==> config.mk <==
export PLATFORM = sky130hd
export DESIGN_NAME = uart_tx_ctrl
export DESIGN_NICKNAME = d
export VERILOG_FILES = /design/src/rtl/uart_pkg.sv /design/src/rtl/sync_fifo.sv /design/src/rtl/uart_tx_ctrl.sv
export SDC_FILE = /design/constraint.sdc
export NUM_CORES = 1
export LEC_CHECK = 0
export CAP_MARGIN = 30
export CORE_UTILIZATION = 60
export DETAILED_ROUTE_END_ITERATION = 16
export GPL_TIMING_DRIVEN = 0
export PLACE_DENSITY = 0.81
export SETUP_SLACK_MARGIN = 0.15
export SLEW_MARGIN = 30
export SYNTH_ARGS = -nofsm -noshare
export SYNTH_HDL_FRONTEND = slang
export SYNTH_SLANG_ARGS = --single-unit
==> constraint.sdc <==
create_clock -name clk -period 9.75 [get_ports clk]
set_input_delay 1.4625 -clock clk [delete_from_list [all_inputs] [get_ports clk]]
set_output_delay 1.4625 -clock clk [all_outputs]
set_load 0.005 [all_outputs]
==> images/m3.png <==
Scale bar: 50 microns. Cells faint in the background.
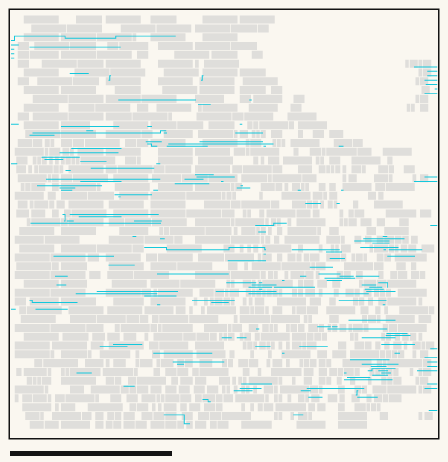
- longest straight run: 40.0 microns
- wire length on this layer: 1410 microns
- main direction: horizontal
vias after detailed routing: 7055
GR Util met3: 0.0358
overall routed net length: 24300 microns

==> images/m4.png <==
Scale bar: 50 microns.
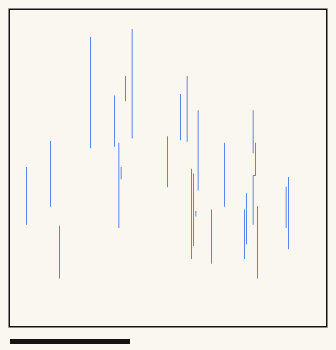
- longest straight run: 46.2 microns
- nets with wire on the layer: 18
- wire length on this layer: 626 microns
- main direction: vertical
- share of all routed wire: 2.6%

==> images/congestion_map.png <==
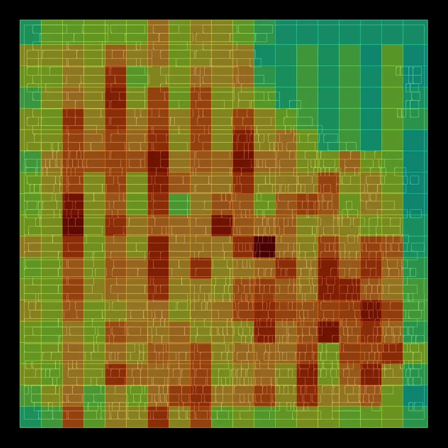
global-route track usage on met1: 0.394
utilization of the core after routing: 0.704
routed length per placed instance: 21.8 microns

==> flow_summary.ini <==
; physical design summary
[status]
outcome = finished clean

[layout]
largest_reg_flops = 128
logic_share_of_the_area = 0.346
lay_top_count = edfxtp_1
layout.buffer.nonclock.area_share = 0.0621
antenna_cells_inserted = 0
layout.clock_buffers = 33
logic_gates = 519
clk_share = 0.0608
signal_buffers = 99
layout.area.seq_sq_um = 5790
area_growth_syn_to_layout_pct = 14.8
multiInputGateArea_sq_um = 4040
num-fill-cells = 1132
layout.cells.non_filler = 1116

[grt]
vias_in_the_first_global_route = 6752
globalRoute.totalOverflow = 0
antenna_found_initial = 0
maximum_number_of_pins_on_one_net_before_global_route_repair = 41

[clocking]
cts.htree.levels = 1
insertion_delay_ns = 0.51
cts.clk_slew.worst_paths_ns = 0.06
clockRootBuffer = clkbuf_16
cts_setup_buffers = 0
ctsHoldBuffers = 0
clock_sink_count = 205

[synth]
ys_sh_simple = 0.125
synth_flop_count = 205
ys_seq_share = 0.569
yosys_warnings = 0
chip_area_yosys_sq_um = 10200
synth_cells = 803
ys_sh_aoi = 0.0859
synth-edff-count = 128
largest_area_cell = edfxtp_1
synthTopCellsByCount = edfxtp_1 (128), nand2_1 (88), dfrtp_1 (65)
synth_top_area_share = 0.378
top_cells_by_area = edfxtp_1 (38%), dfrtp_1 (16%), mux4_2 (7.3%)
synth-cells-yosys = 803
synth.mux.area_fraction = 0.116
logic_family = simple AND/OR/NAND/NOR gates
synthDistinctLibCells = 72
synth-async-reset-ratio = 0.376

[final_timing]
max-slew-margin-rel = 0.367
fin_crit_ns = 5.15
hold_ws_ns = 0.485
grt_setup_unrepaired = no
final-max-slew-violation-count = 0
totalNegativeSetupSlack_ns = 0
maxClockFrequency_ghz = 0.194
hold_viol_final = 0
worst_slew_pin_tran_ns = 0.947

[floorplan]
fp-utilization = 0.613
tap-cell-count = 220
fp-row-count = 47
design.portCount = 71
die_width_microns = 132
design.core.area_sq_um = 16600
chip_area_sq_um = 17500

[place]
port-buffer-count = 38
detailedPlacementHpwl_microns = 16600
postPlaceCellArea_sq_um = 11000
finalWeightedCongestion = 0.893
placed_cells = 1078

[routing]
post_drt_via_cell_ratio = 6.32
detailedRoute.firstIterationViolations = 669
drc_errors = 0
antenna_left = 0

[critical_path]
ff2ff_path_depth = 17
cp_data_arrival_time_ns = 3.69
setup.reg_to_reg.worst_slack_ns = 5.78

[pwr]
total_power_mw = 3.10
power-per-cell-area_nw_per_um2 = 266
vdd_drop_max_v = 0.000198

[flow_run]
warning_count = 53
-- metal layers --
metal,track usage,up-vias,part of all wire
li1,-,3150,-
met2,0.478,293,0.50
met4,0.0846,0,0.026
met5,0,-,0
met3,0.0358,56,0.058
met1,0.394,3556,0.41
-- critical path: stages --
cell and delay, ns:
clkdlybuf4s50_1 0.43, inv_1 0.09, ha_1 0.14, clkbuf_1 0.29
clkbuf_1 0.40, a22oi_1 0.21, nor2b_1 0.15, clkdlybuf4s50_1 0.51
-- report_power, final --
group	total [mW]	internal (mW)	switching (mW)
clock network	0.839	0.516	0.323
logic	1.03	0.441	0.590
registers	1.23	1.07	0.159
No activity file was given, so power comes from the tool's default toggle rates.
